run_1/wires.png
Two of the layers only.
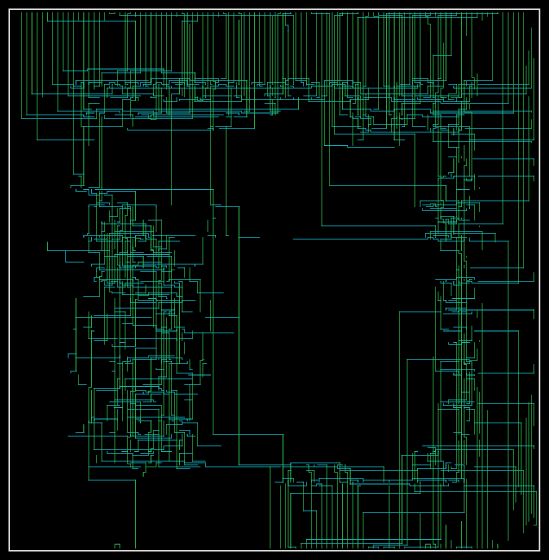
run_1/logic_types.png
The bar under the picture is 20 microns long.
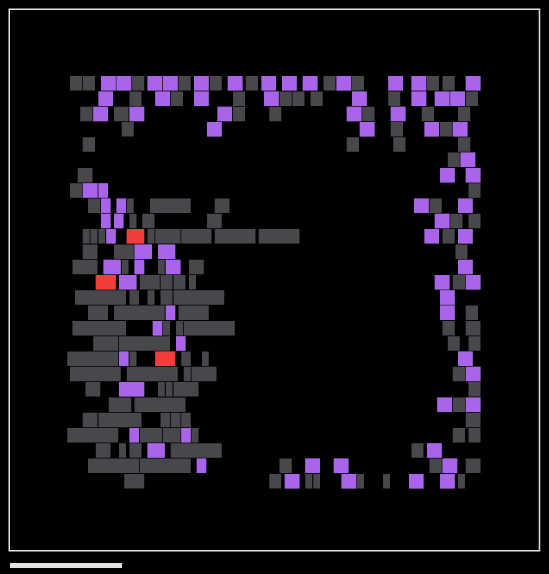
run_1/io_placement.png
Pins as bars across the die edge, other pins in grey.
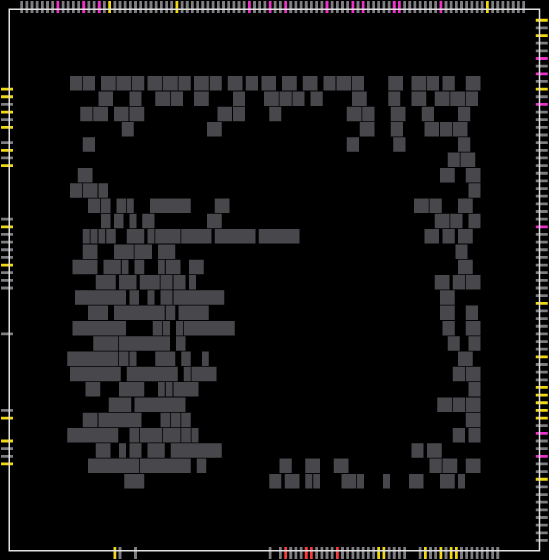
--- config.mk ---
export PLATFORM = sky130hd
export DESIGN_NAME = de_port_arbiter
export DESIGN_NICKNAME = d
export VERILOG_FILES = /design/src/rtl/de_port_arbiter.sv
export SDC_FILE = /design/constraint.sdc
export NUM_CORES = 1
export LEC_CHECK = 0
export CORE_AREA = 10 10 84 86
export CTS_BUF_LIST = sky130_fd_sc_hd__clkbuf_16
export DETAILED_ROUTE_END_ITERATION = 12
export DIE_AREA = 0 0 94 96
export DONT_BUFFER_PORTS = 1
export HOLD_SLACK_MARGIN = 0.05
export PLACE_DENSITY = 0.55
export SYNTH_ARGS = -nofsm -noshare
export SYNTH_HDL_FRONTEND = slang
export SYNTH_SLANG_ARGS = --single-unit
--- constraint.sdc ---
create_clock -name clk -period 2.59 [get_ports clk]
set_input_delay 0.518 -clock clk [delete_from_list [all_inputs] [get_ports clk]]
set_output_delay 0.518 -clock clk [all_outputs]
set_load 0.01 [all_outputs]
--- src/rtl/de_port_arbiter.sv ---
`default_nettype none
// ============================================================================
// Module   : de_port_arbiter
// Brief    : Two-requester burst arbiter for the shared frame-store
//            data-engine port. The owner keeps the port for whole bursts. It
//            must yield to a waiting peer after MAX_BURST acknowledged
//            transfers. Address, byte lanes and data are muxed from the owner.
// Build    : DE_ARB_RR_EN defined   -> round-robin tie break in IDLE.
//            DE_ARB_RR_EN undefined -> requester 0 wins IDLE ties.
// Revision : 1.0 - initial release
// ============================================================================
module de_port_arbiter #(
    parameter int MAX_BURST = 16
) (
    input  logic        clk,
    input  logic        rst_n,
    input  logic        r0_req,
    output logic        r0_ack,
    input  logic [17:0] r0_addr,
    input  logic [3:0]  r0_nbyte,
    input  logic        r0_rnw,
    input  logic [31:0] r0_w_data,
    input  logic        r1_req,
    output logic        r1_ack,
    input  logic [17:0] r1_addr,
    input  logic [3:0]  r1_nbyte,
    input  logic        r1_rnw,
    input  logic [31:0] r1_w_data,
    output logic [31:0] r_data,
    output logic        de_req,
    input  logic        de_ack,
    output logic [17:0] de_addr,
    output logic [3:0]  de_nbyte,
    output logic        de_rnw,
    output logic [31:0] de_w_data,
    input  logic [31:0] de_r_data,
    output logic [1:0]  owner
);

    // State encoding doubles as the owner code seen on the port.
    localparam logic [1:0] c_IDLE      = 2'b00;
    localparam logic [1:0] c_GNT0      = 2'b01;
    localparam logic [1:0] c_GNT1      = 2'b10;
    localparam logic [7:0] c_MAX_BURST = 8'(MAX_BURST);

    logic [1:0] r_state;
    logic [7:0] r_burst_cnt;
    logic       r_last;

    logic [1:0] w_state_nxt;
    logic [7:0] w_burst_cnt_nxt;
    logic [7:0] w_cnt_inc;
    logic [1:0] w_tie_winner;
    logic [1:0] w_peer_state;
    logic       w_own_req;
    logic       w_peer_req;

    // While granted, r_last always names the current owner, so the peer is
    // simply its complement. This also makes the burst-limit handover go to
    // "the requester other than last", as round robin requires.
    assign w_peer_state = r_last ? c_GNT0 : c_GNT1;
    assign w_peer_req   = r_last ? r0_req : r1_req;
    assign w_own_req    = r_last ? r1_req : r0_req;

    // Saturating burst count: once at the limit with nobody waiting, the
    // count holds so the next ack after a peer arrives triggers the handover.
    assign w_cnt_inc = (r_burst_cnt >= c_MAX_BURST) ? c_MAX_BURST
                                                    : r_burst_cnt + 8'd1;

`ifdef DE_ARB_RR_EN
    assign w_tie_winner = r_last ? c_GNT0 : c_GNT1;
`else
    assign w_tie_winner = c_GNT0;
`endif

    // Next-state and burst-count decision.
    always_comb begin
        w_state_nxt     = r_state;
        w_burst_cnt_nxt = r_burst_cnt;
        case (r_state)
            c_IDLE: begin
                w_burst_cnt_nxt = 8'd0;
                if (r0_req && r1_req) begin
                    w_state_nxt = w_tie_winner;
                end else if (r0_req) begin
                    w_state_nxt = c_GNT0;
                end else if (r1_req) begin
                    w_state_nxt = c_GNT1;
                end
            end
            c_GNT0, c_GNT1: begin
                // A req drop wins over a coincident ack: the ack is still
                // delivered combinationally, then the grant is released.
                if (!w_own_req) begin
                    w_burst_cnt_nxt = 8'd0;
                    w_state_nxt     = w_peer_req ? w_peer_state : c_IDLE;
                end else if (de_ack) begin
                    if ((w_cnt_inc == c_MAX_BURST) && w_peer_req) begin
                        w_burst_cnt_nxt = 8'd0;
                        w_state_nxt     = w_peer_state;
                    end else begin
                        w_burst_cnt_nxt = w_cnt_inc;
                    end
                end
            end
            default: begin
                w_state_nxt     = c_IDLE;
                w_burst_cnt_nxt = 8'd0;
            end
        endcase
    end

    // State registers; last tracks the most recent grant for the tie break.
    always_ff @(posedge clk or negedge rst_n) begin
        if (!rst_n) begin
            r_state     <= c_IDLE;
            r_burst_cnt <= 8'd0;
            r_last      <= 1'b1;
        end else begin
            r_state     <= w_state_nxt;
            r_burst_cnt <= w_burst_cnt_nxt;
            if (w_state_nxt == c_GNT0) begin
                r_last <= 1'b0;
            end else if (w_state_nxt == c_GNT1) begin
                r_last <= 1'b1;
            end
        end
    end

    // Shared-port mux from the registered grant; IDLE drives a benign read.
    always_comb begin
        de_req    = 1'b0;
        de_addr   = 18'd0;
        de_nbyte  = 4'b1111;
        de_rnw    = 1'b1;
        de_w_data = 32'd0;
        r0_ack    = 1'b0;
        r1_ack    = 1'b0;
        case (r_state)
            c_GNT0: begin
                de_req    = r0_req;
                de_addr   = r0_addr;
                de_nbyte  = r0_nbyte;
                de_rnw    = r0_rnw;
                de_w_data = r0_w_data;
                r0_ack    = de_ack;
            end
            c_GNT1: begin
                de_req    = r1_req;
                de_addr   = r1_addr;
                de_nbyte  = r1_nbyte;
                de_rnw    = r1_rnw;
                de_w_data = r1_w_data;
                r1_ack    = de_ack;
            end
            default: begin
                de_req = 1'b0;
            end
        endcase
    end

    assign r_data = de_r_data;
    assign owner  = r_state;

endmodule
`default_nettype wire

==> commit_impl_results.txt, run 1 <==
Record implementation results from latest flow run

* Outcome: completed
- The routed design has 7660 microns of wire.
- Sequential share of cell area: about 15%
* Via count of the first global-routing pass: 1718
- Looking at the clock tree report, the root buffer type is clkbuf_16.
- Sorting the Yosys area breakdown by cell type puts at the top a22oi_1.
* Clock network contribution to total cell area: between 4 and 5%
- The cell area that synthesis handed to floorplanning was 0.00185 sq mm.
- Synthesis-to-finish area growth: -0.271%
* Final net count: 367
- Top cell types by occurrence after synthesis: a22oi_1, nor2b_1, buf_4
- After technology mapping, the gate count stands at 247.
- After detailed routing, the number of vias per cell comes to between 6 and 7.
- Drt wl/cell: 27.0 microns
* Classification of the worst setup path: flip-flop to primary output
* Register clock-pin slew on the reported worst setup and hold paths: 0.04 ns
- Combined flip-flop and latch cell area: 277 sq um
- Cell resize tally after clock tree synthesis: 0
* Dominant logic cell type in the layout: a22oi_1
- Counting the fill cells in the layout gives 581.
- Top cells by area: a22oi_1, nor2b_1, dfrtp_1
- Count of maximum capacitance violations: 0
* Largest net degree at the start of global routing: ~57
* Die extent in y: 96 microns
- Number of cells traversed by the worst register-to-register path: 7
* Residual antenna-violating net count after detailed routing: 0
- H-tree depth: 1
- CTS hold repair buffers: 1
- Std-Cell Core Area: 0.00541 sq mm
- Fp_density: 34.2%
- According to the timing report, the data required time at the worst endpoint equals about 2.1 ns.
- Layout clock buffer count: 3
- The floorplan report lists the tap cell count as roughly 70.
* IR Drop Worst-Case VDD: 634 uV
- The top cell types in the final layout, fill and taps aside, are a22oi_1, nor2b_1, nand2_1.
- Routability-driven placement finished with a final weighted congestion of 0.876.
* Antenna violations before repair: 2
- For this run, the script counts the antenna cells in the layout as 0.
* Main flop type: dfrtp_1
- For the worst reg-to-reg path, the startpoint reported by OpenROAD is r_burst_cnt[0].
- Per-instance average area after synthesis: 7.49 sq um
- The number of multi-input combinational cells in the layout is 177.
- Largest driver fanout on the critical path: 34
- Looking at the gate-level netlist, the highest instance count belongs to a22oi_1.
- Non-clock buffering takes up 7.46% of total cell area after layout.
- Per the CTS log, the buffer count on the longest clock path is 2.
- In this run the worst setup path begins at owner[1].
* Global routing usage summed across all routing layers: between 10 and 15%
- Share of the final layout cell area in multi-input gates: 67.0%
- The number of nets in the synthesized netlist is 401.
- Worst setup EP type: primary output
- The script extracted a total leakage power of 0.000625 uW.
* Clock skew after layout: 0.00362 ns
- Hold is met by 0.127 ns.
* Number of synthesized register bits: 11
- Count of tool warnings: 31
- Count of library flops with an enable pin: 0
* Setup total negative slack: 0 ns
- Share of synthesized registers carrying an async set or reset: 100%
- The synthesized design devotes to its leading area cell type a little under a quarter of total area.
- Counting I/O delays and the setup requirement, the final critical path takes 2.36 ns.
- For the pin with the worst max-slew slack, the measured transition is 0.661 ns.
* Clock insertion delay at the later pin of the skew report: 0.24 ns
- Overall overflow remaining after global route: 0
- The report lists the power per cell area as 1250 mW/mm^2.
- The layout summary lists the proportion of cells stronger than drive strength 1 as around 11%.
- Summing over every cut layer, the via total after detailed routing is 1779.
- Slew Viols, Final: 0
- For this run, the chip area from Yosys synthesis comes to ~0.0018 sq mm.
- As logged by OpenROAD, the buffers inserted on ports number 0.
- In the final report, the number of hold violations comes to 0.
- Worst EP arrival: roughly 1.8 ns
- Detailed Routing Iterations Pass 1: 4
* Drc violations: 0
* Number of logic inverters in the finished layout: 7
- The netlist uses 36 different library cells.
- TritonCTS Sinks: 11
- Multi-input combinational cell area: ~0.0012 sq mm
* Die W: 94 microns
* Unrepaired setup endpoints after global routing: false
- The final power report lists total power as 2300 uW.
* Max transition margin: 55.6%
- TritonCTS clock tree: yes
* Highest clock frequency the design can meet: 425 MHz
* Final Cycle Share: 90.9%
- Setup violations remaining at the end of the flow were counted as 0.
- In this run the worst hold path is classified as primary input to asynchronous set/reset pin.
* Site row count: 27
- Count of buffers added by post-CTS timing repair for setup: 0
- By area, the class that comes first in the final layout consists of multi-input combinational cells.
- Total number of yosys warnings: 0
- CP startpoint kind: flip-flop
- In the placement report, post-DP HPWL is listed as 6520 microns.
- Yosys cell count: 247
* Floorplan die area: 0.00902 sq mm
- Boundary pin count: 239
* Wire length of the first global-routing pass: between 10000 and 15000 microns
- Total of plain and repair buffers excluding clock buffers: 13
* Sequential area share after synthesis: 15.0%
- Number of DRC violations after detailed-routing iteration 0: 76
- Flop count: 11
- Counting the buffers created by CTS gives 3.
Notes on wires.png above:
Key: metal 2 = green [wire length 4060 microns]; metal 1 = cyan [wire length 2580 microns]

Notes on logic_types.png above:
Key: AND-OR and OR-AND gates = red [cells 3, most used a221o_1]; inverting AOI/OAI gates = purple [cells 77, most used a22oi_1, where all over the die]

Notes on io_placement.png above:
Key: de_addr = magenta [pins 18, direction output, edge 12 north, 6 east]; de_r_data = yellow [pins 32, direction input, edge 11 east, 11 west, 7 south, 3 north]; r1_nbyte = red [pins 4, direction input, edge south]
All pins by edge: 98 north, 69 east, 45 south, 27 west.

run 1: critical path: stages (launching register included):
cell and delay, ns:
dfrtp_1 0.45, buf_4 0.18, ha_2 0.34, buf_12 0.22
a22oi_1 0.12, nor2b_1 0.14, buf_4 0.14
run 1: where the power goes:
part	internal [uW]	total [uW]	switching [uW]
Sequential	207	245	37.5
Clock	202	275	72.8
Combinational	727	1780	1050
Total	1140	2300	1160
run 1: sequential cells by signal (all words and copies together), names as in the netlist:
signal / cells
r_last: 1
owner: 2
r_burst_cnt: 8
run 1: per-layer routing:
| metal | vias up | part of all wire (%) | global-route usage [%] |
|---|---|---|---|
| met4 | 4 | 0.31 | 2.15 |
| li1 | 789 | - | - |
| met1 | 868 | 34 | 13.9 |
| met2 | 110 | 53 | 26.3 |
| met3 | 8 | 13 | 7.00 |
| met5 | - | 0.30 | 0 |
run 1: metrics by stage:
step	utilization [%]	instance area [sq um]	setup slack (ns)	cells
2_1_floorplan	-	1850	0.421	247
3_3_place_gp	32.5	1760	0.420	279
3_5_place_dp	32.5	1760	0.376	279
4_1_cts	34.1	1840	0.212	284
5_1_grt	34.1	1840	0.114	284
6_report	34.1	1840	0.234	284
run 1: kinds of logic (layout without fill, tap and decap cells):
family                     Yosys count  after routing  synth area share (%)
muxes                                2              2                  1.08
buffers and inverters               59             24                  18.5
adders and majority gates            7              7                  4.74
DFF                                 11             11                  15.0
AOI/OAI and AO/OA                   80             80                  31.5
and+or+nand+nor                     88             88                  29.2
run 1: worst paths after layout:
check / end / slack (ns)
max in group asynchronous: r_burst_cnt[1] / 1.59
worst min register to register: r_burst_cnt[2] / 0.55
worst min-delay path: r_last / 0.13
min in group clk: r_burst_cnt[5] / 0.35
worst max register to register: r_last / 0.28
worst max-delay path: de_w_data[8] / 0.23
run_1/flops_by_reg.png
The bar under the picture is 20 microns long. Other sequential cells in the stronger grey, the rest of the logic in the fainter grey.
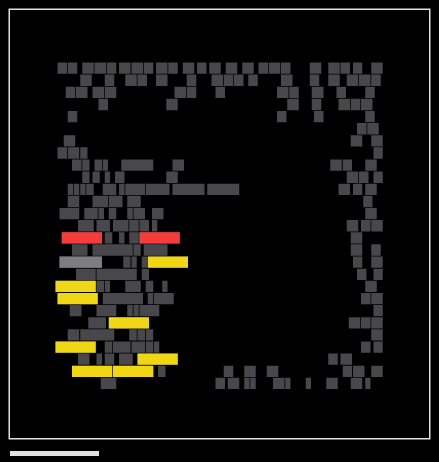

==> run 2, diff against run 1 <==
- CTS_BUF_LIST: sky130_fd_sc_hd__clkbuf_16 -> sky130_fd_sc_hd__clkbuf_2 sky130_fd_sc_hd__clkbuf_4 sky130_fd_sc_hd__clkbuf_8
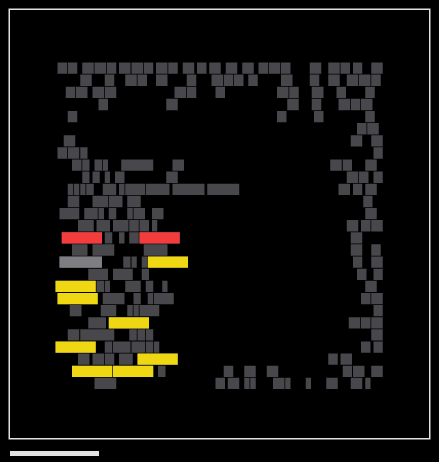
run_2/flops_by_reg.png
The bar under the picture is 20 microns long. Other sequential cells in the stronger grey, the rest of the logic in the fainter grey.
Key: owner = red [placed flops 2]; r_burst_cnt = yellow [placed flops 8, where south-west]
Another 1 sequential cells are not coloured.

==> run 2 against run 1 <==
Synthesized cell count unchanged. Die size unchanged. Final area down 1.6%. Total power down 4.3%. Register-to-register slack better by 0.05 ns. Hold slack worse by 0.0092 ns. Critical path type unchanged. Largest cell class unchanged.
==> commit_impl_results.txt, run 2 <==
Record implementation results from latest flow run

- Count of buffers added by post-CTS timing repair for setup: 0 (unchanged)
- Logic depth of the worst path, buffers included: 6 (unchanged)
* Number of synthesized register bits: 11 (unchanged)
- Final setup violation count: 0 (unchanged)
- The share of the synthesized area in the top cell type came to 23.1% (unchanged).
- Largest net degree at the start of global routing: 57 (unchanged)
- The number of vias per cell after detailed routing was 6.29 (+0.45%).
- The synthesis report names the predominant flop master as dfrtp_1.
- The routed via count is 1787 (+0.45%).
* Summed standard-cell area reported by yosys: 0.00185 sq mm (unchanged)
- The iteration tally of the first detailed-router pass is 4 (unchanged).
- Mapped cell area: 0.00185 sq mm (unchanged)
- Count of tool warnings: 31 (unchanged)
- Routed signal wires occupy layers up through met5.
- The worst-case headroom to the max-slew limit was 55.4% (-0.22 points).
- Total met2 wirelength after detailed routing: 3880 microns (-4.3%)
* Die W: 94 microns (unchanged)
* Number of hold violations in the final report: 0 (unchanged)
- The synthesized area per cell came to 7.49 sq um (unchanged).
- Final Power: 2200 uW (-4.3%)
- The number of buffers created by CTS is 3 (unchanged).
* Cell class contributing the biggest share of worst-path delay: buffers and inverters
- Final net count: 367 (unchanged)
- The CTS sink count came to 11 (unchanged).
* Top cells by area: a22oi_1, nor2b_1, dfrtp_1
- The post-detailed-routing wire length came to 7650 microns (-0.20%).
* Highest-delay cell along the critical path: dfrtp_1
- The sequential element share of the synthesized area was 15.0% (unchanged).
* Dominant logic cell type in the layout: a22oi_1
* Outcome: completed
* H-tree depth: 1 (unchanged)
- The total nets after synthesis came to 401 (unchanged).
- Share of synthesized registers carrying an async set or reset: 100% (unchanged)
* Highest-count cells in the layout ignoring fill and taps: a22oi_1, nor2b_1, nand2_1
- The clock tree buffer depth is 2 (unchanged).
- The max-cap violation count was 0 (unchanged).
- Cell with the most instances after synthesis: a22oi_1
- Classification of the worst setup path: flip-flop to primary output
- Final worst-path setup slack: 0.226 ns (-0.00825 ns)
- The DRC violation count after routing was 0 (unchanged).
- Worst Path Buf+Inv: 3 (unchanged)
- Max reg flops: 8 (unchanged)
- The fraction of final layout cells sized beyond drive strength 1 is 11.8% (+0.47 points).
- Setup repair after global routing left no endpoint under its margin.
- Register clock-pin slew on the reported worst setup and hold paths: 0.05 ns (about the same)
- Worst R2R Start: r_burst_cnt[0]
- The HPWL reported at the end of detailed placement is 6520 microns (unchanged).
- Power per standard cell area: 1210 mW/mm^2 (-2.8%)
* Yosys cell count: 247 (unchanged)
- Looking at the clock tree report, the root buffer type is clkbuf_8.
- Antenna violations before repair: 2 (unchanged)
* Slowest stage delay, CP: 0.46 ns (about the same)
- Top cell types by occurrence after synthesis: a22oi_1, nor2b_1, buf_4
- The launch point of the critical path was reported as owner[1].
- Library cell with the largest summed area after synthesis: a22oi_1
- The post-detailed-route count of antenna-violating nets is 0 (unchanged).
* Number of DRC violations after detailed-routing iteration 0: 64 (-16%)
- The highest fanout seen on the critical path is 34 (unchanged).
- Std-Cell Core Area: 0.00541 sq mm (unchanged)
- The register with the most flip-flops in the final layout is r_burst_cnt.
- The transition time at the pin with the least slew margin was 0.665 ns (+0.00335 ns).
- The number of global-route vias before repair is 1725 (+0.41%).
- The average wire length per cell after detail routing is 26.9 microns (-0.20%).
* IR Drop Worst-Case VDD: 549 uV (-13%)
- The starting density of the core was 34.2% (unchanged).
- The routed length on met1 was 2510 microns (-2.7%).
* Site row count: 27 (unchanged)
- The antenna cell count is 0 (unchanged).
- The total I/O pin count came to 239 (unchanged).
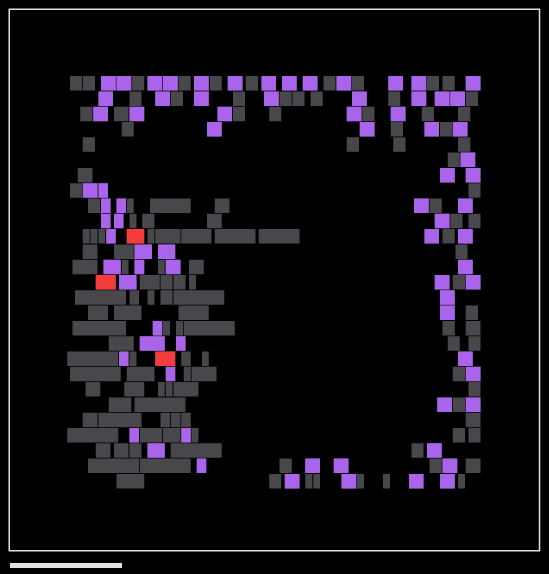
run_2/logic_types.png
The bar under the picture is 20 microns long.
Key: AND-OR and OR-AND gates = red [cells 3, most used a221o_1]; inverting AOI/OAI gates = purple [cells 77, most used a22oi_1, where all over the die]

==> run 2: final timing paths <==
path                                  end  slack (ns)
setup / recovery             de_w_data[8]        0.23
hold reg to reg            r_burst_cnt[2]        0.55
setup reg to reg                   r_last        0.33
min in group clk           r_burst_cnt[5]        0.34
max in group asynchronous        owner[0]        1.59
hold / removal                     r_last        0.12
==> run 2: layout make-up <==
type                    instances  area [sq um]
flip-flops and latches         11           277
well taps                      72          90.1
multi-input cells             177          1230
fillers                       583          3590
inverters                       7          26.3
repair buffers                 13           138
clock buffers                   4          48.8
==> run 2: power breakdown <==
part,total (uW),leakage [uW],internal (uW),switching [uW]
clock,184,0.0000262,119,65.2
sequential,244,0.000147,207,37.0
combinational,1770,0.000435,727,1040
==> run 2: logic make-up after synthesis <==
| logic type | Yosys count | synth area share (%) |
|---|---|---|
| simple gates | 88 | 29.2 |
| compound gates | 80 | 31.5 |
| buf+inv | 59 | 18.5 |
| flops | 11 | 15.0 |
| fa+ha+maj | 7 | 4.74 |
| mux | 2 | 1.08 |
==> run 2: through the flow <==
stage | instances | cell area [sq um] | hold slack [ns] | util, %
2_1_floorplan | 247 | 1850 | 0.222 | -
3_3_place_gp | 279 | 1760 | 0.223 | 32.5
3_5_place_dp | 279 | 1760 | 0.223 | 32.5
4_1_cts | 284 | 1810 | 0.117 | 33.6
5_1_grt | 284 | 1810 | 0.112 | 33.6
6_report | 284 | 1810 | 0.118 | 33.6
==> run 2: layer usage <==
| layer | vias to the layer above | GRT usage [%] |
|---|---|---|
| li1 | 790 | - |
| met1 | 841 | 13.4 |
| met2 | 134 | 25.1 |
| met5 | - | 0 |
| met3 | 18 | 7.94 |
| met4 | 4 | 5.57 |
==> run 2: repair_timing <==
item,4_1_cts,5_1_grt
hold buffers,1,0
hold endpoints to repair,10,0
gates resized,0,0
No activity file was given, so power comes from the tool's default toggle rates.
